## src/rtl/nlfsr_period_scanner_pkg.sv

```systemverilog
// Shared types and helpers for the multi-lane NLFSR period scanner.
package nlfsr_pkg;

  typedef enum logic [1:0] {
    StIdle,
    StRun,
    StDone
  } scan_state_e;

  localparam int unsigned MaxSize = 24;

  // 2**size, wide enough for the largest supported register.
  function automatic logic [MaxSize:0] full_period(input int unsigned size);
    return (MaxSize + 1)'(1) << size;
  endfunction

endpackage

```

## src/rtl/nlfsr_period_scanner_if.sv

```systemverilog
// Selector/collector-facing signal bundle of the period scanner.
interface nlfsr_period_scanner_if #(
  parameter int unsigned SIZE     = 16,
  parameter int unsigned CHANNELS = 4
) ();

  logic                         start;
  logic                         ena;
  logic                         selector_done;
  logic [SIZE-1:0]              seed;
  logic [CHANNELS-1:0]          feedback;
  logic [CHANNELS*SIZE-1:0]     state;
  logic [CHANNELS-1:0]          found;
  logic [CHANNELS-1:0]          failure;
  logic [CHANNELS*(SIZE+1)-1:0] period;
  logic                         busy;
  logic                         done;

  modport master (
    output start, ena, selector_done, seed, feedback,
    input  state, found, failure, period, busy, done
  );

  modport slave (
    input  start, ena, selector_done, seed, feedback,
    output state, found, failure, period, busy, done
  );

endinterface

```

## src/rtl/nlfsr_period_scanner_lane.sv

```systemverilog
// One NLFSR lane: shift register plus sticky verdict and period capture.
module nlfsr_lane
  import nlfsr_pkg::*;
#(
  parameter int unsigned SIZE = 16
) (
  input  logic            clk,
  input  logic            res,
  input  logic            load_i,
  input  logic            step_i,
  input  logic [SIZE-1:0] load_seed_i,
  input  logic [SIZE-1:0] ref_seed_i,
  input  logic [SIZE:0]   count_i,
  input  logic            feedback_i,
  output logic [SIZE-1:0] state_o,
  output logic            found_o,
  output logic            failure_o,
  output logic [SIZE:0]   period_o,
  output logic            resolved_o,
  output logic            resolve_o
);

  localparam logic [SIZE:0] FullPeriod = (SIZE + 1)'(full_period(SIZE));

  logic [SIZE-1:0] state_q, state_d, next_state;
  logic            found_q, found_d;
  logic            failure_q, failure_d;
  logic [SIZE:0]   period_q, period_d;
  logic            resolved, hit, at_full;

  assign resolved   = found_q | failure_q;
  assign next_state = {feedback_i ^ state_q[0], state_q[SIZE-1:1]};
  assign hit        = (next_state == ref_seed_i);
  assign at_full    = (count_i == FullPeriod);
  // Lane resolves on this edge; lets the top leave RUN without an extra cycle.
  assign resolve_o  = step_i & ~resolved & (hit | at_full);

  always_comb begin
    state_d   = state_q;
    found_d   = found_q;
    failure_d = failure_q;
    period_d  = period_q;
    if (load_i) begin
      state_d   = load_seed_i;
      found_d   = 1'b0;
      failure_d = 1'b0;
      period_d  = '0;
    end else if (step_i && !resolved) begin
      state_d = next_state;
      if (hit) begin
        found_d   = at_full;
        failure_d = ~at_full;
        period_d  = count_i;
      end else if (at_full) begin
        failure_d = 1'b1;
        period_d  = '0;
      end
    end
  end

  always_ff @(posedge clk) begin
    if (res) begin
      state_q   <= '1;
      found_q   <= 1'b0;
      failure_q <= 1'b0;
      period_q  <= '0;
    end else begin
      state_q   <= state_d;
      found_q   <= found_d;
      failure_q <= failure_d;
      period_q  <= period_d;
    end
  end

  assign state_o    = state_q;
  assign found_o    = found_q;
  assign failure_o  = failure_q;
  assign period_o   = period_q;
  assign resolved_o = resolved;

endmodule

```

## src/rtl/nlfsr_period_scanner.sv

```systemverilog
// Multi-lane NLFSR full-period checker: scan FSM, seed register, shared step counter.
module nlfsr_period_scanner
  import nlfsr_pkg::*;
#(
  parameter int unsigned SIZE     = 16,
  parameter int unsigned CHANNELS = 4
) (
  input logic                   clk,
  input logic                   res,
  nlfsr_period_scanner_if.slave bus
);

  scan_state_e     st_q, st_d;
  logic [SIZE-1:0] seed_q, seed_d;
  logic [SIZE:0]   count_q, count_d, count_next;
  logic            step;

  logic [CHANNELS-1:0]           lane_resolved, lane_resolve;
  logic [CHANNELS-1:0][SIZE-1:0] lane_state;
  logic [CHANNELS-1:0][SIZE:0]   lane_period;

  // start takes priority over a step in the same cycle.
  assign step       = (st_q == StRun) & bus.ena & bus.selector_done & ~bus.start;
  assign count_next = count_q + 1'b1;

  always_comb begin
    st_d    = st_q;
    seed_d  = seed_q;
    count_d = count_q;
    if (bus.start) begin
      st_d    = StRun;
      seed_d  = bus.seed;
      count_d = '0;
    end else if (step) begin
      count_d = count_next;
      if (&(lane_resolved | lane_resolve)) begin
        st_d = StDone;
      end
    end
  end

  always_ff @(posedge clk) begin
    if (res) begin
      st_q    <= StIdle;
      seed_q  <= '0;
      count_q <= '0;
    end else begin
      st_q    <= st_d;
      seed_q  <= seed_d;
      count_q <= count_d;
    end
  end

  for (genvar k = 0; k < CHANNELS; k++) begin : g_lane
    nlfsr_lane #(
      .SIZE (SIZE)
    ) u_lane (
      .clk         (clk),
      .res         (res),
      .load_i      (bus.start),
      .step_i      (step),
      .load_seed_i (bus.seed),
      .ref_seed_i  (seed_q),
      .count_i     (count_next),
      .feedback_i  (bus.feedback[k]),
      .state_o     (lane_state[k]),
      .found_o     (bus.found[k]),
      .failure_o   (bus.failure[k]),
      .period_o    (lane_period[k]),
      .resolved_o  (lane_resolved[k]),
      .resolve_o   (lane_resolve[k])
    );
  end

  assign bus.state  = lane_state;
  assign bus.period = lane_period;
  assign bus.busy   = (st_q == StRun);
  assign bus.done   = (st_q == StDone);

endmodule

```

## src/flat_wrapper.sv

```systemverilog
// flat-port wrapper written by rule: the top's interface ports become plain ports
module nlfsr_period_scanner_flat import nlfsr_pkg::*;
#(
  parameter int unsigned SIZE     = 16,
  parameter int unsigned CHANNELS = 4
)
  (clk, res, bus_start, bus_ena, bus_selector_done, bus_seed, bus_feedback, bus_state, bus_found, bus_failure, bus_period, bus_busy, bus_done);
  nlfsr_period_scanner_if #(.SIZE(SIZE), .CHANNELS(CHANNELS)) bus_i ();
  input logic clk;
  input logic res;
  input wire logic [$bits(bus_i.start)-1:0] bus_start;
  input wire logic [$bits(bus_i.ena)-1:0] bus_ena;
  input wire logic [$bits(bus_i.selector_done)-1:0] bus_selector_done;
  input wire logic [$bits(bus_i.seed)-1:0] bus_seed;
  input wire logic [$bits(bus_i.feedback)-1:0] bus_feedback;
  output wire logic [$bits(bus_i.state)-1:0] bus_state;
  output wire logic [$bits(bus_i.found)-1:0] bus_found;
  output wire logic [$bits(bus_i.failure)-1:0] bus_failure;
  output wire logic [$bits(bus_i.period)-1:0] bus_period;
  output wire logic [$bits(bus_i.busy)-1:0] bus_busy;
  output wire logic [$bits(bus_i.done)-1:0] bus_done;
  assign bus_i.start = bus_start;
  assign bus_i.ena = bus_ena;
  assign bus_i.selector_done = bus_selector_done;
  assign bus_i.seed = bus_seed;
  assign bus_i.feedback = bus_feedback;
  assign bus_state = bus_i.state;
  assign bus_found = bus_i.found;
  assign bus_failure = bus_i.failure;
  assign bus_period = bus_i.period;
  assign bus_busy = bus_i.busy;
  assign bus_done = bus_i.done;
  nlfsr_period_scanner #(.SIZE(SIZE), .CHANNELS(CHANNELS)) u_core (.clk(clk), .res(res), .bus(bus_i));
endmodule
```

## config.mk

```make
export PLATFORM = sky130hd
export DESIGN_NAME = nlfsr_period_scanner_flat
export DESIGN_NICKNAME = d
export VERILOG_FILES = /design/src/rtl/nlfsr_period_scanner_pkg.sv /design/src/rtl/nlfsr_period_scanner_if.sv /design/src/rtl/nlfsr_period_scanner_lane.sv /design/src/rtl/nlfsr_period_scanner.sv /design/src/flat_wrapper.sv
export SDC_FILE = /design/constraint.sdc
export NUM_CORES = 1
export LEC_CHECK = 0
export CORE_AREA = 2 2 180 138
export CTS_CLUSTER_SIZE = 14
export DETAILED_ROUTE_END_ITERATION = 10
export DIE_AREA = 0 0 182 140
export PLACE_DENSITY = 0.69
export SYNTH_ARGS = -nofsm -noshare
export SYNTH_HDL_FRONTEND = slang
export SYNTH_HIERARCHICAL = 1
export SYNTH_SLANG_ARGS = --single-unit
```

## constraint.sdc

```tcl
create_clock -name clk -period 3.4 [get_ports clk]
set_clock_uncertainty 0.2 [all_clocks]
set_input_delay 0.68 -clock clk [delete_from_list [all_inputs] [get_ports clk]]
set_output_delay 0.68 -clock clk [all_outputs]
set_load 0.1 [all_outputs]
```

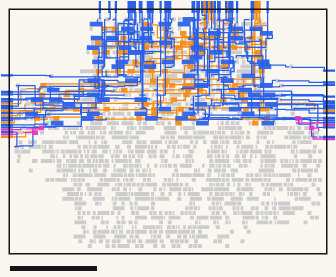
Figure 1: run 1, I/O nets highlighted.
The bar under the picture is 50 um long.
- orange: bus_seed (direction input; edge 10 top, 5 left, 1 right; end cells 80; buffers 16; wire 1,990 um)
- blue: bus_state (direction output; edge 37 top, 14 right, 13 left; end cells 64; buffers 64; wire 4,070 um)
- magenta: bus_feedback (direction input; edge 2 left, 2 right; end cells 4; buffers 4; wire 65.6 um)

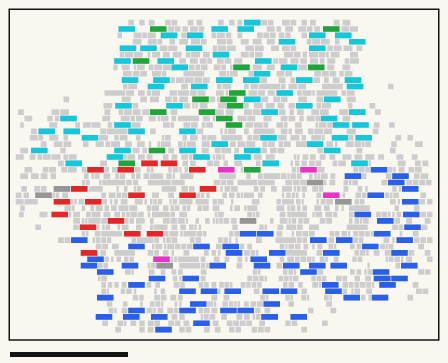
Figure 2: run 1, sequential cells grouped by signal name.
The bar under the picture is 50 um long. Other sequential cells in the stronger gray, the rest of the logic in the fainter gray.
- blue: u_core/g_lane.u_lane/period_o (sequential cells 68)
- red: u_core/count_q (sequential cells 17)
- cyan: u_core/g_lane.u_lane/state_o (sequential cells 64)
- magenta: u_core/g_lane.u_lane/failure_o (sequential cells 4)
- green: u_core/seed_q (sequential cells 16)
- not colored: 6
P_seq: 2.21 mW
Finished Core Util: 51.46%
area of all sequential standard cells: 0.003503 mm^2
sequential cell area share: 28.77%

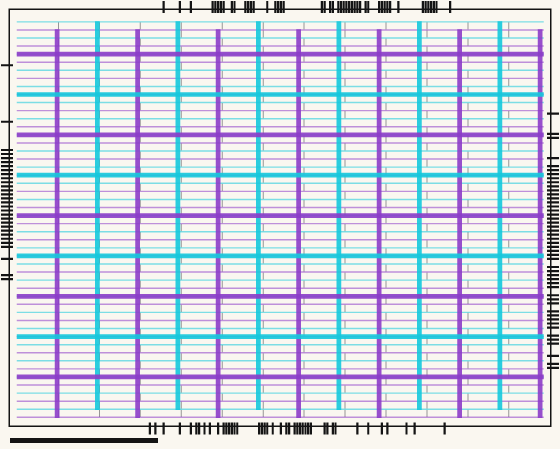
Figure 3: run 1, power grid.
The bar under the picture is 50 um long. Pins as bars on the die edge. Tap cells in gray.
- cyan: VDD
- purple: VSS
- tap cells: 306
- met4 straps: 13
- rows: 49
DIE HEIGHT: 140 um
Core ar.: 0.02367 mm^2
die width: 182 um
worst ir drop on vdd: 0.4187 mV

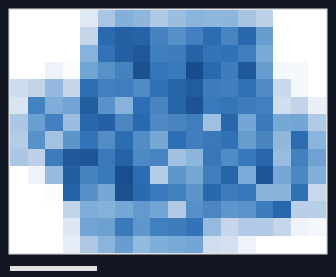
Figure 4: run 1, cell area per tile.
The bar under the picture is 50 um long. The die is cut into 18 by 14 equal tiles; white is low, dark blue is high, 0 to 100% covered.
- tiles over 75% full: 15%
- emptiest ninth of the die: top left
- fullest tile: 89%
- mean over tiles: 46%
FP Util: 40.49%

==> run notes, run 1 <==
Reports from this run.

- The flow ran to the end, and the final reports show no timing, DRC or antenna violations.
- The internal portion of total power reads 3.390 mW.
- The final layout contains routed wiring with a total length of 31.90 mm.
- The remaining antenna violation count after routing reads 0.
- The met1 routing resource usage after global routing reads 34.90%.
- The worst reg2reg path depth reads 11.
- The wire length of the first global-routing pass reads 49.25 mm.
- The data required time of the worst path reads 3.54 ns.
- According to the hold report, the worst path is of the flop to flop type.
- The headroom to the max-slew limit reads 16.81%.
- The fraction of final layout cells sized beyond drive strength 1 is 27.04%.
- The number of hold violations in the final report is 0.
- TritonCTS built the clock tree.
- The final worst-path cycle share is 97.06%.
- The sum of negative setup slack reads 0 ns.
- The number of cells in the design after placement reads 1,523.
- The combinational cell fraction of total power is 18.9%.
- The power density over cell area reads 419.1 mW/mm^2.
- The CTS log lists the clock sinks for this run as 175.
- Walking the worst path, the cells encountered are and2_0 > buf_4 > nand3_1 > xnor2_1 > nor4_2 > nand4_1 > a21oi_1 > o22ai_1 > nor3_1 > buf_4 > o21a_1.
- The number of detailed-routing iterations run before antenna repair is 9.
- The startpoint of the worst setup timing path is u_core/count_q[5].
- The count of max-cap constraint violations reads 0.
- Per report_power, the sequential group accounts for 43.2% of the total.
- The overall routing resource usage reads 24.29%.
- The biggest cell delay along the critical path is 0.92 ns.
- The area of the synthesized netlist per yosys stat reads 0.009583 mm^2.
- The finished layout cell area is 0.01218 mm^2.
- The total CTS buffers is 17.
- Per the detail_route log, the uppermost layer with routed signals is met4.
- Clock tree synthesis selected as its root buffer the cell sky130_fd_sc_hd__clkbuf_16.
- Broken down by cell family, the worst path's largest delay share belongs to XOR/XNOR gates.
- The achievable frequency is 303.0 MHz.
- The number of filler instances in the final layout reads 2,126.
- The number of cell instances after yosys synthesis reads 1,071.
- According to the floorplan report, the total die area is 0.02548 mm^2.
- The pin count of the biggest net entering global routing reads 48.
- Setup repair after global routing could not meet its margin everywhere.
- The max-slew violation count is 0.
- The H-tree was split into 4 levels.
- The number of antenna violations at the first check in global routing is 0.
- The global routing usage on met3 reads 6.188%.
- The data arrival at the endpoint of the critical path is 3.44 ns.
- The post-synth tally of flip-flops with integrated enable reads 0.
- The net total in the final layout reads 1,263.
- In the setup report, the worst path falls into the class flop to flop.
- The final instance count without filler cells reads 1,556.
- The post-route report lists met1 wire length as 14.67 mm.
- The final number of setup-violating endpoints is 0.
- The logic depth of the worst path, buffers included is 11.
- The main flop type after synthesis reads sky130_fd_sc_hd__dfxtp_1.
- The total tool warning count reads 27.
- The portion of total power attributed to the clock network reads 37.8%.
- The number of warnings printed during yosys synthesis is 6.
- The power after layout is 5.104 mW.
- The kind of start point of the critical path is a flop.
- The mean routed wirelength per cell is 20.50 um.
- The capturing instance or port of the critical path is u_core/st_q[1].
- The main area contributors are sky130_fd_sc_hd__dfxtp_1 (37%), sky130_fd_sc_hd__mux2i_1 (7.9%), sky130_fd_sc_hd__xnor2_1 (7.1%).
- The most popular library cell in the synthesized design by count is sky130_fd_sc_hd__dfxtp_1.
- The cell area that synthesis handed to floorplanning was 0.009583 mm^2.
- The busiest layer in global routing is met2.
- Dividing the synthesized area by the synthesized cell count gives 8.948 um^2.
- After layout, the minimum clock period comes to 3.300 ns.
- The launching point of the worst reg2reg path is u_core/count_q[5].
- The total global routing overflow reads 0.
- The DRC violations left reads 0.
- As logged by OpenROAD, the buffers inserted on ports number 166.
- The clock latency reported for the late side of the worst-skew pair reads 0.44 ns.
- The power spent charging and discharging nets reads 1.715 mW.
- The report shows a maximum critical-path fanout of 7.
- The placed instance area is 0.01143 mm^2.
- The leakage power total reads 4.361 nW.
- Relative to the synthesized area, the layout overhead comes to 27.09%.
- The commonest cells after synthesis are sky130_fd_sc_hd__dfxtp_1 (175), sky130_fd_sc_hd__nand2_1 (92), sky130_fd_sc_hd__nand4_1 (90).
- The average vias per placed instance is 5.947.
- The number of buffers on the longest clock path is 2.
- The routed wire length on met2 reads 14.00 mm.
- The routability-driven placement congestion ratio is 0.9028.
- In the Yosys report, the sequential cells make up 36.56% of the chip area.
- The floorplan row count reads 49.
- The met2 usage is 36.38%.
-- run 1: worst min path at each step --
stage                                                     from  slack, ns  cells past startpoint                                   end
after floorplan                              u_core/count_q[1]       0.26                      2                     u_core/count_q[1]
after global placement    u_core/g_lane[3].u_lane/period_o[10]       0.28                      2  u_core/g_lane[3].u_lane/period_o[10]
after detailed placement  u_core/g_lane[3].u_lane/period_o[10]       0.28                      2  u_core/g_lane[3].u_lane/period_o[10]
after CTS                  u_core/g_lane[2].u_lane/period_o[7]       0.29                      2   u_core/g_lane[2].u_lane/period_o[7]
after global routing       u_core/g_lane[2].u_lane/period_o[7]       0.31                      2   u_core/g_lane[2].u_lane/period_o[7]
final                          u_core/g_lane[0].u_lane/found_o       0.29                      2       u_core/g_lane[0].u_lane/found_o
-- run 1: kinds of logic (layout without fill, tap and decap cells) --
family          Yosys count  after routing  synth area share [%]
mux                     136            136                 14.99
simple gates            386            386                 22.43
xor+xnor                 92             92                 8.408
flops                   175            175                 36.56
buf+inv                  91            270                 3.995
fa+ha+maj                 1              1                0.1305
compound gates          190            190                 13.49
-- run 1: flip-flops by register name, summed over array words and instances (netlist names) --
signal	count
u_core/count_q	17
u_core/g_lane.u_lane/failure_o	4
u_core/g_lane.u_lane/found_o	4
u_core/g_lane.u_lane/period_o	68
u_core/g_lane.u_lane/state_o	64
u_core/seed_q	16
u_core/st_q	2
-- run 1: metrics by stage --
step	setup slack, ns	hold WS, ns
after global routing	-0.02931	0.3080
after global placement	0.1660	0.2752
final	0.1001	0.2855
after detailed placement	0.04874	0.2802
after floorplan	0.06487	0.2605
after CTS	0.03677	0.2898
-- run 1: area by class of cell --
class	instances	area (um^2)	area share, %
Clock buffer	18	439.2	3.606
Clock inverter	14	125.1	1.027
Inverter	10	37.54	0.3082
Multi-Input combinational cell	805	5877	48.25
Sequential cell	175	3503	28.77
Tap cell	306	382.9	3.144
Timing Repair Buffer	228	1814	14.90
-- run 1: worst reg2reg max path: cells and delay by family, from the launching register on --
kind                      cells  cell delay (ns)
AOI/OAI and AO/OA             3             0.52
xor gates and xnor gates      1             0.92
buffers and inverters         2             0.35
DFF                           1             0.44
and+or+nand+nor               5             0.78
-- run 1: what timing repair did --
action | CTS | global route
hold buffers | 0 | 0
endpoints found under the setup margin | 0 | 10
buffers inserted | 0 | 1
resized | 0 | 26
-- run 1: power by group through the flow --
| stage | clock, mW | combinational (mW) | sequential (mW) |
|---|---|---|---|
| floorplan | 0 | 0.376 | 2.56 |
| global placement | 0 | 0.947 | 2.25 |
| detailed placement | 0 | 0.956 | 2.25 |
| CTS | 1.95 | 0.960 | 2.21 |
| global route | 2.03 | 1.01 | 2.22 |
| finish | 1.93 | 0.967 | 2.21 |
-- run 1: cells in the final DEF, fill, tap and decap left out, drive strengths merged, types with 4 or more instances in the layout --
cell	instances
buf	206
dfxtp	175
nand2	92
nand4	92
xnor2	78
mux2i	76
a31oi	73
o211ai	68
mux2	60
nand2b	60
nor2	54
clkdlybuf4s50	22
a21oi	18
clkbuf	18
inv	18
or4	15
xor2	14
nand3	13
nor4	12
or3	11
nor3	8
and2	7
o21ai	6
or2	5
and3	5
or4b	4
a211oi	4
a211o	4
a41oi	4
o31a	4
nor4b	4
## Run 2: what changed since run 1
Settings changed: CORE_AREA 2 2 180 138 to 2 2 171 131, DIE_AREA 0 0 182 140 to 0 0 173 133, PLACE_DENSITY 0.69 to 0.71, SYNTH_HIERARCHICAL 1 to not set.
==> run notes, run 2 <==
Reports from this run.

- The data arrival at the endpoint of the critical path reads 3.23 ns.
- The final worst-path cycle share is 92.23%.
- The root buffer cell reads sky130_fd_sc_hd__clkbuf_16.
- For reference, the most critical setup path is categorized as flop to flop.
- At the worst endpoint, the required time is 3.50 ns.
- After layout, the worst setup slack is 0.2643 ns.
- The routed wire length on met2 reads 11.84 mm.
- The number of buffers on the longest clock path reads 2.
- Hold-check failures listed in the final report amount to 0.
- The uppermost signal routing layer after detailed routing is met4.
- The largest combinational cell category by area is simple AND/OR/NAND/NOR gates.
- The DRC violations left reads 0.
- The floorplan core density is 40.95%.
- The CTS sink count is 175.
- The number of buffers inserted by port buffering reads 166.
- Counting tap cells, the placed design contains a total of 1,474 instances.
- The TritonCTS clock tree reads done.
- The average vias per placed instance is 5.610.
- The area of the chip is 0.02301 mm^2.
- After routing the design area is 0.01097 mm^2.
- The area of the core reads 0.02152 mm^2.
- The most popular library cell in the synthesized design by count is sky130_fd_sc_hd__dfxtp_1.
- The synthesized cell area reads 0.008813 mm^2.
- The synthesis run shows the most used standard cells to be sky130_fd_sc_hd__dfxtp_1 (175), sky130_fd_sc_hd__nand2_1 (156), sky130_fd_sc_hd__nand3_1 (94).
- The average size of a mapped cell is 8.199 um^2.
- The overall die width is 173 um.
- Among logic cells in the layout, the one with the most instances is sky130_fd_sc_hd__buf_4.
- The most critical min-delay path falls under flop to flop.
- The height of the die reads 133 um.
- The worst reg2reg path depth reads 8.
- The report counts max-capacitance violations totalling 0.
- The sequential share of the synthesized area is 39.75%.
- The total wire length after detailed routing is 28.83 mm.
- The synthesis-to-layout area growth reads 24.43%.
- The iteration count recorded for the first detailed-route pass is 5.
- The clock latency reported for the late side of the worst-skew pair is 0.44 ns.
- The worst setup path is launched from a flop.
- By instance count after routing, the leading logic cell types are sky130_fd_sc_hd__buf_4 (186), sky130_fd_sc_hd__dfxtp_1 (175), sky130_fd_sc_hd__nand2_1 (156).
- The overall routing resource usage reads 24.61%.
- The max-slew violation count is 0.
- The mean routed wirelength per cell reads 19.13 um.
- The floorplan row count reads 47.
- Hold repair after CTS inserted 0 buffers.
- The total number of H-tree levels is 4.
- The total tool warning count is 27.
- The post-synthesis share of cell area spent on xor and xnor gates is 9.796%.
- The maximum fanout along the worst path is 25.
- The wire length of the first global-routing pass reads 44.11 mm.
- The number of cells on the worst hold path reads 2.
- Setup repair after global routing left no endpoint under its margin.
- The fraction of the mapped netlist area in adder cells reads 0.2839%.
- The placed instances occupy a cell area of 0.01038 mm^2.
- The post-synthesis mux area share reads 2.271%.
- The remaining antenna violation count after routing is 0.
- The register with the most flip-flops in the layout has 68 of them.
- The peak supply drop reads 0.3782 mV.
- The last timing report of the flow puts the setup violation total at 0.
- The pin count of the biggest net entering global routing is 78.
- The headroom to the max-slew limit is 46.29%.
- The main flop type after synthesis is sky130_fd_sc_hd__dfxtp_1.
- The synthesized netlist has a Yosys-reported chip area of 0.008813 mm^2.
- Per the synthesis report, the AND-OR/OR-AND share of the synthesized area is 14.96%.
- The run finished with clean final reports.
[run 2: netlist changes by cell type in the layout (fill, tap and decap cells not counted), moves of 60 or more]
cell / before / now
sky130_fd_sc_hd__a31oi_1: 73 / 3
sky130_fd_sc_hd__nand3_1: 12 / 94
sky130_fd_sc_hd__o21bai_1: 0 / 60
sky130_fd_sc_hd__and3_1: 3 / 63
sky130_fd_sc_hd__mux2_2: 60 / 0
sky130_fd_sc_hd__nand4_1: 90 / 15
sky130_fd_sc_hd__nand2_1: 91 / 156
sky130_fd_sc_hd__o211ai_1: 68 / 3
[run 2: metal layers]
metal | track usage, % | up-vias
li1 | - | 4006
met1 | 37.09 | 4034
met2 | 34.13 | 378
met3 | 6.149 | 37
met4 | 7.298 | 0
met5 | 0 | -
[run 2: cells by family (layout without fill, tap and decap cells)]
family | count (synthesis) | after routing
AND/OR/NAND/NOR | 476 | 476
adder cells (fa/ha/maj) | 2 | 2
AND-OR/OR-AND | 191 | 191
XOR/XNOR | 96 | 96
flip-flops | 175 | 175
buffers and inverters | 115 | 252
other | 0 | 1
multiplexers | 20 | 20
[run 2: layout make-up]
class / instances / area (um^2)
Antenna cell: 1 / 2.502
Clock buffer: 17 / 425.4
Clock inverter: 15 / 142.6
Fill cell: 2053 / 10560
Inverter: 9 / 33.78
Multi-Input combinational cell: 785 / 4840
Sequential cell: 175 / 3503
Tap cell: 294 / 367.9
Timing Repair Buffer: 211 / 1652
[run 2: path summary, 6_finish.rpt]
check                                       from                              endpoint  slack [ns]
max                            u_core.count_q[1]  u_core.g_lane[0].u_lane.period_o[16]        0.26
min          u_core.g_lane[1].u_lane.period_o[4]   u_core.g_lane[1].u_lane.period_o[4]        0.28
max reg2reg                    u_core.count_q[1]  u_core.g_lane[0].u_lane.period_o[16]        0.26
min reg2reg  u_core.g_lane[1].u_lane.period_o[4]   u_core.g_lane[1].u_lane.period_o[4]        0.28
[run 2: worst max-delay path, stage by stage (launching register included)]
cell,delay [ns]
sky130_fd_sc_hd__dfxtp_1,0.46
sky130_fd_sc_hd__ha_1,0.35
sky130_fd_sc_hd__nand4_2,0.24
sky130_fd_sc_hd__nor4_4,0.32
sky130_fd_sc_hd__xor2_2,0.11
sky130_fd_sc_hd__nor3_1,0.42
sky130_fd_sc_hd__and3_1,0.36
sky130_fd_sc_hd__buf_4,0.33
sky130_fd_sc_hd__o221ai_1,0.17
[run 2: stage by stage]
| stage | power, mW | util [%] | hold WS, ns |
|---|---|---|---|
| finish | 4.920 | 50.95 | 0.2761 |
| global route | 5.069 | 50.95 | 0.3038 |
| CTS | 4.921 | 50.91 | 0.2784 |
| detailed placement | 3.044 | 48.24 | 0.2690 |
| global placement | 3.037 | 48.24 | 0.2602 |
| floorplan | 2.828 | - | 0.2606 |
[run 2: timing repair]
action	4_1_cts	5_1_grt
pin swaps	0	0
setup endpoints to repair	3	1
buffers inserted	0	0
resized	1	1
endpoints found under the hold margin	0	0
[run 2: where the power goes]
group / internal (mW) / switching (mW)
Combinational: 0.218 / 0.577
Sequential: 2.11 / 0.100
Clock: 0.973 / 0.943
Total: 3.30 / 1.62
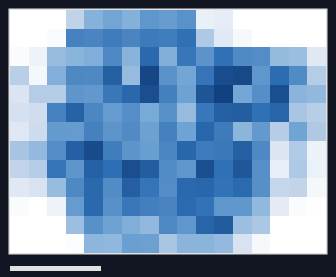
Figure 5: run 2, cell area per tile.
The bar under the picture is 50 um long. The die is cut into 17 by 13 equal tiles; white is low, dark blue is high, 0 to 100% covered.
- tiles over 75% full: 15%
- nearly empty tiles: 13%
- fullest tile: 93%
- mean over tiles: 46%

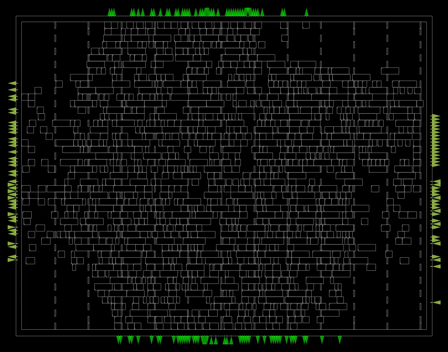
Figure 6: run 2, cell placement.
final non-filler cell total: 1,507
Finished Core Util: 50.95%
filler cell count: 2,053

## Run 3: what changed since run 2
Settings changed: CELL_PAD_IN_SITES_DETAIL_PLACEMENT set to 1, CELL_PAD_IN_SITES_GLOBAL_PLACEMENT set to 2, CORE_AREA 2 2 171 131 to 2 2 208 159, DIE_AREA 0 0 173 133 to 0 0 210 161, PLACE_DENSITY 0.71 to 0.8.
==> run notes, run 3 <==
Reports from this run.

- The synthesis-to-layout area growth reads 26.58%.
- The timing report shows the most common cell along the critical path to be sky130_fd_sc_hd__nand3_1.
- The Yosys step of the flow raised 0 warnings.
- The net total in the final layout reads 1,228.
- Data on the critical path is required at its endpoint by 3.52 ns.
- The power spent charging and discharging nets is 1.609 mW.
- The met1 routing resource usage after global routing reads 31.36%.
- The time the worst path needs with I/O delays and setup reads 3.079 ns.
- The number of antenna violations at the first check in global routing was 1.
- The floorplan has 57 rows.
- The area of the chip reads 0.03381 mm^2.
- Per the layout report, the design carries 3,746 filler cells.
- The DRC violations left is 0.
- For this design, the slowest cell found on the critical path is sky130_fd_sc_hd__dfxtp_1.
- The root buffer cell reads sky130_fd_sc_hd__clkbuf_16.
- met2 track demand over resource after global routing is 30.72%.
- The number of detailed-routing iterations run before antenna repair reads 5.
- The final instance count without filler cells reads 1,627.
- Once placement completed, the tool counted placed cells totaling 1,595.
- The most frequently used library cell after synthesis is sky130_fd_sc_hd__dfxtp_1.
- The total number of H-tree levels is 4.
- The global routing usage on met3 is 4.433%.
- The placed instance area reads 0.01057 mm^2.
- The main flop type after synthesis is sky130_fd_sc_hd__dfxtp_1.
- The synthesis report lists the most area-consuming cells as sky130_fd_sc_hd__dfxtp_1 (40%), sky130_fd_sc_hd__xor2_1 (6.8%), sky130_fd_sc_hd__nand2_1 (6.6%).
- The first global-routing pass estimated 53.88 mm of wire.
- Setup repair after global routing left no endpoint under its margin.
- Hold-check failures listed in the final report amount to 0.
- The sum of negative setup slack reads 0 ns.
- The power density over cell area reads 449.5 mW/mm^2.
- The worst path uses 90.56% of the clock period.
- The average size of a mapped cell reads 8.199 um^2.
- Hold timing on the final database bottoms out at a slack of 0.2802 ns.
- The number of cell instances after yosys synthesis reads 1,075.
- The mean routed wirelength per cell is 21.76 um.
- The synthesized netlist occupies a cell area of 0.008813 mm^2.
- The cell sequence reported for the critical path is ha_1 > nand3_1 > xor2_1 > a31oi_1 > nor4_2 > nand3_1 > buf_4 > nand2_1 > o21ai_0.
- The combinational cell fraction of total power is 16.3%.
- The internal portion of total power is 3.406 mW.
- TritonCTS created 17 clock buffers.
- At the pin with the least slew margin, the transition time is 1.055 ns.
- The global routing stage identified its most utilized layer as met1.
- The post-placement setup slack reads 0.1645 ns.
- The flip-flop count of the largest register, all copies and words added reads 68.
- The tool flagged a number of max-cap violations equal to 0.
- The post-synth tally of flip-flops with integrated enable reads 0.
- Power comes to 5.014 mW.
- The achievable frequency reads 324.8 MHz.
- The proportion of total power due to net switching reads 32.08%.
- On the worst path, the slowest cell contributes a delay of 0.45 ns.
- The routability-driven placement congestion ratio is 0.8510.
- The overall routing resource usage reads 20.94%.
- The remaining antenna violation count after routing is 0.
- The pin count of the biggest net entering global routing is 80.
- The worst path meets setup with 0.3208 ns of slack.
- The total tool warning count reads 27.
- By count the netlist is led by sky130_fd_sc_hd__dfxtp_1 (175), sky130_fd_sc_hd__nand2_1 (156), sky130_fd_sc_hd__nand3_1 (94).
- Post-CTS timing repair inserted 0 buffers for setup.
- The end-of-flow timing check tallies setup violations at 0.
- The tightest min-delay check is of the flop to flop type.
- The total wire length after detailed routing is 35.40 mm.
- Looking at the power breakdown, the clock network takes 39.5% of the total.
- The library cells used most frequently in the layout, excluding fill and tap cells, are sky130_fd_sc_hd__buf_4 (186), sky130_fd_sc_hd__dfxtp_1 (175), sky130_fd_sc_hd__nand2_1 (156).
- The register-to-register setup slack is 0.32 ns.
- The register share of total power reads 44.2%.
- Max-slew check failures listed in the final report amount to 0.
- The leakage power total is 4.790 nW.
- The worst setup path is captured at a flop.
- The total nets after synthesis is 1,102.
- Leaving out fill and tap cells, the most frequent cell in the layout is sky130_fd_sc_hd__buf_4.
- Per the skew report, the later register of the worst-skew pair sees a clock latency of 0.45 ns.
- In the routed layout, each cell is associated on average with a via count of 5.213.
- TritonCTS built the clock tree.
- The floorplan core density is 27.65%.
- The data arrival at the endpoint of the critical path reads 3.20 ns.
- The headroom to the max-slew limit is 29.19%.
- The worst setup path is of the flop to flop kind.
- The layout summary lists the proportion of cells stronger than drive strength 1 as 20.03%.
- Yosys reported that registers with async set or reset make up 0%.
- The kind of start point of the critical path is a flop.
- The flow ran to the end, and the final reports show no timing, DRC or antenna violations.
- After global routing the overflow that remains totals 0.
- The number of buffers inserted by port buffering is 166.
- For the completed layout, the total cell area is recorded as 0.01116 mm^2.
- The sequential share of the synthesized area reads 39.75%.
- The CTS sink count reads 175.
- The clock passes through at most 2 buffers.
- For this run, the chip area from Yosys synthesis comes to 0.008813 mm^2.
- The maximum fanout along the worst path is 12.
[run 3: kinds of logic (layout without fill, tap and decap cells)]
logic type / after synthesis / after routing / synth area share, %
buf+inv: 115 / 253 / 5.778
flops: 175 / 175 / 39.75
compound gates: 191 / 191 / 14.96
simple gates: 476 / 476 / 27.16
fa+ha+maj: 2 / 2 / 0.2839
other cells: 0 / 1 / 0
xor+xnor: 96 / 96 / 9.796
mux: 20 / 20 / 2.271
[run 3: critical path: cells and delay by family, from the launching register on]
family / cells / cell delay [ns]
flops: 1 / 0.45
compound gates: 2 / 0.32
xor+xnor: 1 / 0.20
simple gates: 4 / 1.17
buf+inv: 1 / 0.23
fa+ha+maj: 1 / 0.38
[run 3: area by class of cell]
type,instances,area (um^2),area share [%]
multi-input combinational,785,4833,43.33
sequential,175,3503,31.40
timing repair buffer,213,1692,15.16
tap,413,516.7,4.632
clock buffer,21,470.5,4.217
clock inverter,10,103.9,0.9309
inverter,9,33.78,0.3028
antenna,1,2.502,0.02243
[run 3: power by group through the flow]
| stage | Sequential [mW] | Clock, mW | Combinational (mW) |
|---|---|---|---|
| after floorplan | 2.54 | 0 | 0.283 |
| after global placement | 2.26 | 0 | 0.810 |
| after detailed placement | 2.26 | 0 | 0.818 |
| after CTS | 2.22 | 2.02 | 0.822 |
| after global routing | 2.23 | 2.09 | 0.866 |
| final | 2.22 | 1.98 | 0.819 |
[run 3: timing repair]
action / CTS / global route
resized: 0 / 1
endpoints found under the hold margin: 0 / 0
hold buffers: 0 / 0
setup endpoints to repair: 0 / 6
[run 3: worst paths after layout]
| path | start | to | cells past startpoint |
|---|---|---|---|
| setup reg to reg | u_core.count_q[1] | u_core.g_lane[3].u_lane.period_o[13] | 9 |
| hold / removal | u_core.g_lane[1].u_lane.period_o[13] | u_core.g_lane[1].u_lane.period_o[13] | 2 |
| setup / recovery | u_core.count_q[1] | u_core.g_lane[3].u_lane.period_o[13] | 9 |
| hold reg to reg | u_core.g_lane[1].u_lane.period_o[13] | u_core.g_lane[1].u_lane.period_o[13] | 2 |
[run 3: per-layer routing]
metal  wire length [um]  up-vias
li1                   -     4003
met1              18190     4267
met2              14900      187
met3               1804       25
met4                505        0
met5                  0        -
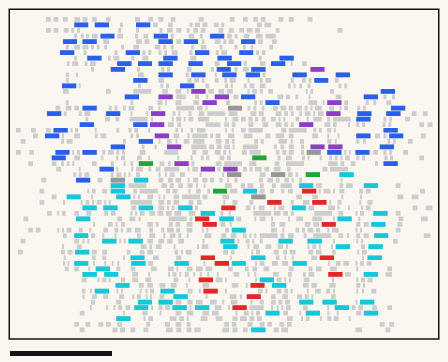
Figure 7: run 3, sequential cells grouped by signal name.
The bar under the picture is 50 um long. Other sequential cells in the stronger gray, the rest of the logic in the fainter gray.
- cyan: u_core.g_lane.u_lane.state_o (sequential cells 64)
- green: u_core.g_lane.u_lane.failure_o (sequential cells 4; where middle)
- red: u_core.seed_q (sequential cells 16; where bottom middle)
- blue: u_core.g_lane.u_lane.period_o (sequential cells 68)
- purple: u_core.count_q (sequential cells 17)
sequential cell area share: 31.40%
Finished Core Util: 34.99%
P_seq: 2.22 mW

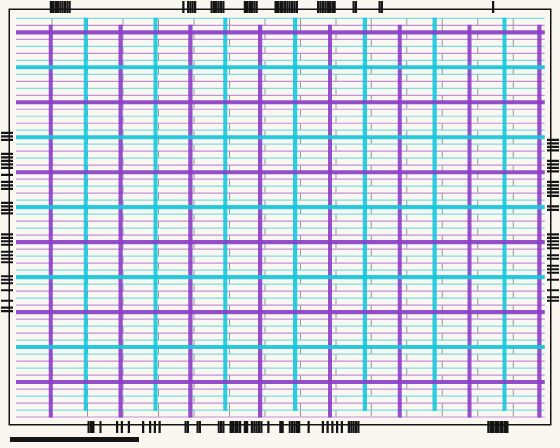
Figure 8: run 3, power grid.
The bar under the picture is 50 um long. Pins as bars on the die edge. Tap cells in gray.
- purple: VSS
- cyan: VDD
- met1 rails: 58
- met4 straps: 15
- tap cells: 413
- rows: 57
- signal pins: 167
Core ar.: 0.03188 mm^2
worst ir drop on vdd: 0.2197 mV
die width: 210 um

No activity file was given, so power comes from the tool's default toggle rates.
